Design l1_cache_responder_flat, sky130hd; sources not shown.
### Congestion heat map, run 1

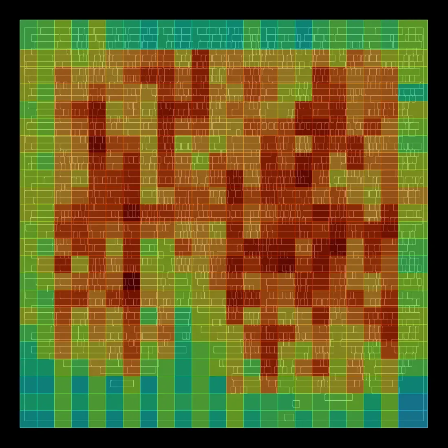
met1 Track Usage GR: 41.2%
global-route layer with the greatest usage: met2

### Where the registers sit, run 1

Bar = 50 um. Other sequential cells in the stronger gray, the rest of the logic in the fainter gray.
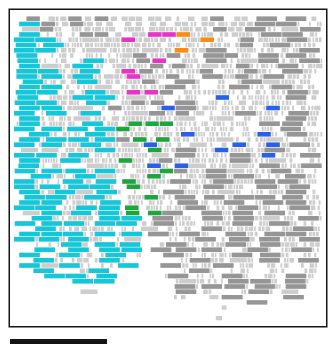
color	name in the netlist	flops
orange	`u_core.state_reg`	3
cyan	`u_core.data_mem`	128
blue	`u_core.lat_addr_reg`	12
magenta	`u_core.wb_data_reg`	8
green	`u_core.valid_reg`	16
post-layout util: 68.0%
sequential cell area share: 53.3%

### Routed metal, one color a layer, run 1

Only two layers are drawn.
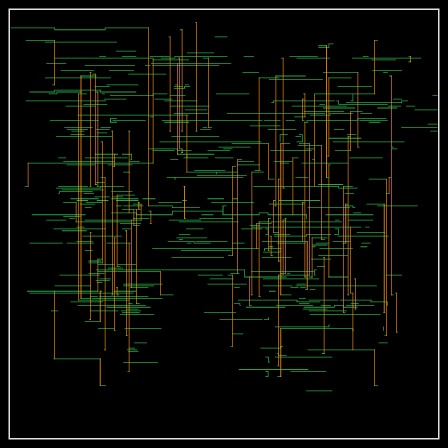
color	layer	wire length
orange	met4	2680 um
green	met3	4110 um
detail-routed net length per standard cell: 21.8 um
combined global-route utilization of all metal layers: 33.4%
Via Count: 12700
final WL: 43500 um

==> results_dict.tcl, run 1 <==
# flow metrics
set metrics [dict create \
    outcome "completed" \
    setup_viol_count_final 0 \
    fin_setup_tns_ns 0 \
    tritoncts.num_buffers 34 \
    sequentialPowerShare_pct 46.6 \
    ys_seq_share_pct 59.1 \
    clock-sinks 329 \
    drt-vias-per-instance 6.40 \
    post_cts.resized_instances 0 \
    area_delta_synth_final_pct 11.0 \
    post-cts-setup-buffer-count 0 \
    nets 1672 \
    cts_root_buf "sky130_fd_sc_hd__clkbuf_16" \
    clock_insertion_delay_worst_skew_ns 0.52 \
    grt_first_pass_wirelength_um 65700 \
    drive_gt1_share_pct 6.37 \
    pin_count 66 \
    tap-cell-count 330 \
    yosys_cells 1628 \
    mux_area_share_pct 0 \
    worst_slew_pin_slew_ns 1.07 \
    final.fill_count 1866 \
    grt_remaining_overflow 0 \
    number_of_global_route_vias_before_repair 11700 \
    powerComb_uw 883 \
    layout.cell_area.non_filler_mm2 0.0172 \
    clock_tree.htree_level_count 2 \
    power.switching_fraction_pct 29.6 \
    n_all_inverters 177 \
    multi_input_comb_cells 1017 \
    setup_repair_after_global_routing_missed_its_margin "no" \
    final_period_util_pct 73.8 \
    num_antenna_cells 0 \
    largestClassByArea "registers" \
    final_period_minus_worst_setup_slack_ns 5.31 \
    die_y_um 164 \
    pin_count_of_the_biggest_net_entering_global_routing 170 \
    worstSetupStartpointType "input pin" \
    layout_top_cells "256 x sky130_fd_sc_hd__edfxtp_1, 249 x sky130_fd_sc_hd__nand2_1, 186 x sky130_fd_sc_hd__nand3_1, 167 x sky130_fd_sc_hd__inv_1, 161 x sky130_fd_sc_hd__o21ai_0" \
    p_leak_nw 6.15 \
    first_iter_violations 1784 \
    grt.met3_usage_pct 4.70 \
    die-width_um 164 \
    postPlaceCellArea_mm2 0.0161 \
    n_all_buffers 80 \
    initial_core_util_pct 61.3 \
    timing.reg2reg.setup_slack_ns 2.50 \
    flip_flop_and_latch_count_after_synthesis 329 \
    antenna_found_initial 0 \
    layout_top_cell "sky130_fd_sc_hd__edfxtp_1" \
    buf_share_pct 4.38 \
    switching_pwr_mw 1.47 \
    endpoint_kind "output port" \
    die-area_mm2 0.0268 \
    comb-cell-share_pct 29.7 \
    mi_logic_area_mm2 0.00510 \
    syn_area_mm2 0.0155 \
    rows 58 \
    p_int_mw 3.49 \
    finalHoldViolCount 0 \
    min_path_type "flop to flop" \
    layout.clock.cell_area_share_pct 6.39 \
    sequentialPower_mw 2.31 \
    postSynthNetCount 1661 \
    clk_pin_slew_ns 0.06 \
    post-route-drc-count 0 \
    cts_tree "yes" \
    clock_buffer_count_in_the_final_layout 49 \
    highest_signal_layer_in_the_routed_design "met4" \
    timing.final.ws_setup_ns 1.89 \
    ir_drop_mv 0.293 \
    max_cap_violations 0 \
    met2_wirelength_um 20800 \
    critPathArrivalTime_ns 4.39 \
    routed_wl_met3_um 4110 \
    post-dp-hpwl_um 27300 \
    clock_power_share_pct 35.6 \
    cts_hold_buf 0 \
]
[run 1: synthesized netlist by cell type, drive strengths merged]
master  number  area share [%]
o21bai       1           0.049
nor3         2           0.065
o221ai      28             1.6
edfxtp     256              50
a311oi       1           0.057
o211ai      81             3.9
o21ai      170             5.5
inv        174             4.2
nor2       143             3.5
and2         1           0.040
nor3b        1           0.049
nand2      259             6.5
nand4        4            0.20
o22ai       42             1.7
buf         64             2.9
a21oi       83             2.7
or2          4            0.16
a31oi        3            0.12
nand3      193             6.5
dfxtp       73             9.4
clkinv       3           0.081
a22oi        1           0.049
clkbuf      41            0.99
[run 1: critical path, stage by stage]
cell and delay [ns]:
sky130_fd_sc_hd__buf_2 0.76, sky130_fd_sc_hd__clkinv_2 0.86, sky130_fd_sc_hd__o211ai_1 0.36, sky130_fd_sc_hd__nand3_1 0.10, sky130_fd_sc_hd__nand2_1 0.08, sky130_fd_sc_hd__nand2_1 0.07, sky130_fd_sc_hd__nand3_1 0.12, sky130_fd_sc_hd__o21ai_0 0.09
sky130_fd_sc_hd__a21oi_1 0.26, sky130_fd_sc_hd__nand3_2 0.24, sky130_fd_sc_hd__inv_2 0.12, sky130_fd_sc_hd__clkdlybuf4s50_1 0.53
[run 1: metrics by stage]
stage,hold WS [ns],power (mW),cells
6_report,0.256,4.96,1993
5_1_grt,0.274,5.11,1993
4_1_cts,0.253,4.93,1993
3_5_place_dp,0.244,3.20,1933
3_3_place_gp,0.240,3.17,1933
2_1_floorplan,0.230,2.91,1628
[run 1: cells by family after synthesis]
kind of cell	Yosys count
AND-OR/OR-AND	410
buffers and inverters	282
AND/OR/NAND/NOR	607
flip-flops	329
==> run 2: changes to the inputs <==
--- a/config.mk
+++ b/config.mk
@@ -6,13 +6,13 @@
 export NUM_CORES = 1
 export LEC_CHECK = 0
 export ABC_AREA = 1
-export ABC_CLOCK_PERIOD_IN_PS = 7200
+export ABC_CLOCK_PERIOD_IN_PS = 4600
 export CAP_MARGIN = 20
 export CORE_MARGIN = 1.5
-export CORE_UTILIZATION = 60
+export CORE_UTILIZATION = 55
 export DETAILED_ROUTE_END_ITERATION = 16
 export MAX_ROUTING_LAYER = met4
-export PLACE_DENSITY = 0.82
+export PLACE_DENSITY = 0.79
 export SLEW_MARGIN = 25
 export SYNTH_ARGS = -nofsm -noshare
 export SYNTH_HDL_FRONTEND = slang
==> constraint.sdc (replaced) <==
create_clock -name clk -period 4.6 [get_ports clk]
set_clock_uncertainty 0.2 [all_clocks]
set_input_delay 0.46 -clock clk [delete_from_list [all_inputs] [get_ports clk]]
set_output_delay 0.46 -clock clk [all_outputs]
set_load 0.01 [all_outputs]
### Congestion heat map, run 2

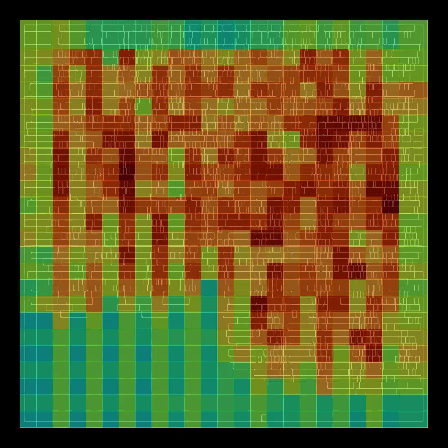
met1 Track Usage GR: 36.5%
detail-routed net length per standard cell: 20.7 um

==> results_dict.tcl, run 2 <==
# flow metrics
set metrics [dict create \
    outcome "completed" \
    layout_top_cells "256 x sky130_fd_sc_hd__edfxtp_1, 249 x sky130_fd_sc_hd__nand2_1, 186 x sky130_fd_sc_hd__nand3_1, 167 x sky130_fd_sc_hd__inv_1, 161 x sky130_fd_sc_hd__o21ai_0" \
    setup_viol_count_final 0 \
    min_path_type "flop to flop" \
    timing.reg2reg.setup_slack_ns 0.58 \
    slowest_delay_ns 0.78 \
    nets 1695 \
    pin_count_of_the_biggest_net_entering_global_routing 79 \
    critPathArrivalTime_ns 3.96 \
    asyncSetResetFlopFracSynth_pct 0 \
    first_iter_violations 1681 \
    clock-sinks 329 \
    p_leak_nw 6.25 \
    final_period_minus_worst_setup_slack_ns 4.02 \
    clk_pin_slew_ns 0.06 \
    worst_slew_pin_slew_ns 0.989 \
    cts_hold_buf 0 \
    postPlaceCellArea_mm2 0.0163 \
    ir_drop_mv 0.374 \
    die-area_mm2 0.0292 \
    die_y_um 171 \
    syn_area_mm2 0.0155 \
    netlist_top_cells_area "sky130_fd_sc_hd__edfxtp_1 50%, sky130_fd_sc_hd__dfxtp_1 9.4%, sky130_fd_sc_hd__nand2_1 6.0%, sky130_fd_sc_hd__nand3_1 6.0%, sky130_fd_sc_hd__o21ai_0 5.2%" \
    post-cts-setup-buffer-count 0 \
    final.fill_count 2213 \
    top_area_cell "sky130_fd_sc_hd__edfxtp_1" \
    finalHoldViolCount 0 \
    globalRoute.busiestLayer "met2" \
    number_of_global_route_vias_before_repair 12100 \
    path_depth 15 \
    post-dp-hpwl_um 27900 \
    layout_top_cell "sky130_fd_sc_hd__edfxtp_1" \
    grt.met3_usage_pct 4.86 \
    initial_core_util_pct 55.9 \
    cp_slowest_cell "sky130_fd_sc_hd__dfxtp_4" \
    mi_logic_area_mm2 0.00506 \
    cp.buffers_inverters 2 \
    synth_dominant_cell_count "sky130_fd_sc_hd__edfxtp_1" \
    critical-path-top-delay-family "simple AND/OR/NAND/NOR gates" \
    final_period_util_pct 87.4 \
    synthTopCellsByCount "256 x sky130_fd_sc_hd__edfxtp_1, 249 x sky130_fd_sc_hd__nand2_1, 186 x sky130_fd_sc_hd__nand3_1" \
    drive_gt1_share_pct 7.41 \
    groute.usage.overall_pct 30.1 \
    setup_repair_after_global_routing_missed_its_margin "no" \
    grt_remaining_overflow 0 \
    worst_path_most_repeated_cell "sky130_fd_sc_hd__nand3_1" \
    clock_tree.htree_level_count 2 \
    synthDominantCellAreaShare_pct 49.7 \
    num_antenna_cells 0 \
    ys_seq_share_pct 59.1 \
    endpoint_kind "flop" \
    cts_root_buf "sky130_fd_sc_hd__clkbuf_16" \
    pin_count 66 \
    layout.cell_area.non_filler_mm2 0.0174 \
    enable_flop_cells 256 \
    cts_tree "yes" \
    io_buffer_count 65 \
    die-width_um 171 \
    post_cts.resized_instances 0 \
]
### Signal wires on met4, run 2

Bar = 50 um.
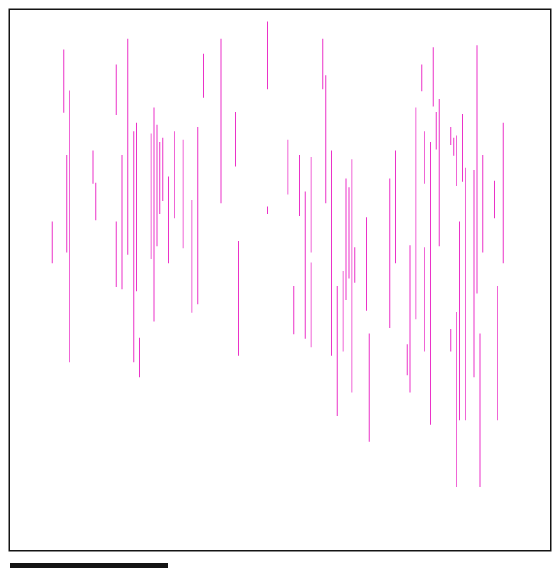
share of all routed wire	5.9%
nets with wire on the layer	60
wire length on this layer	2520 um
final WL: 42700 um
Via Count: 12800

run 2: cell counts after synthesis:
No cell type changed its count.
run 2: power breakdown:
group          internal (mW)  switching [mW]
Clock                   1.48            1.13
Sequential              3.40           0.182
Combinational          0.463            1.00
Total                   5.34            2.31
run 2: cell type report:
cell class / instances / share of cell area [%]
Sequential cell: 329 / 52.7
Multi-Input combinational cell: 1017 / 29.2
Timing Repair Buffer: 103 / 5.49
Clock buffer: 45 / 5.31
Inverter: 177 / 3.84
Tap cell: 378 / 2.73
Clock inverter: 16 / 0.743
run 2: cell families (layout without fill, tap and decap cells):
kind of cell	Yosys count	after routing	synth area share (%)
simple gates	607	607	17.0
compound gates	410	410	15.7
flops	329	329	59.1
buf+inv	282	341	8.19
run 2: metrics by stage:
step	worst slack (ns)	instances	total power [mW]	utilization (%)	hold WS, ns
global placement	0.620	2004	5.01	58.8	0.239
floorplan	1.75	1628	4.55	-	0.230
global route	0.263	2065	7.91	62.6	0.269
finish	0.580	2065	7.65	62.6	0.256
detailed placement	0.481	2004	5.05	58.8	0.246
CTS	0.577	2065	7.60	62.6	0.254
run 2: per-layer routing:
layer | part of all wire [%] | vias to the layer above
met5 | 0 | -
met4 | 5.9 | 0
met3 | 10 | 163
met2 | 47 | 843
met1 | 37 | 5975
li1 | - | 5791
Power is estimated from default activity; no workload was simulated.
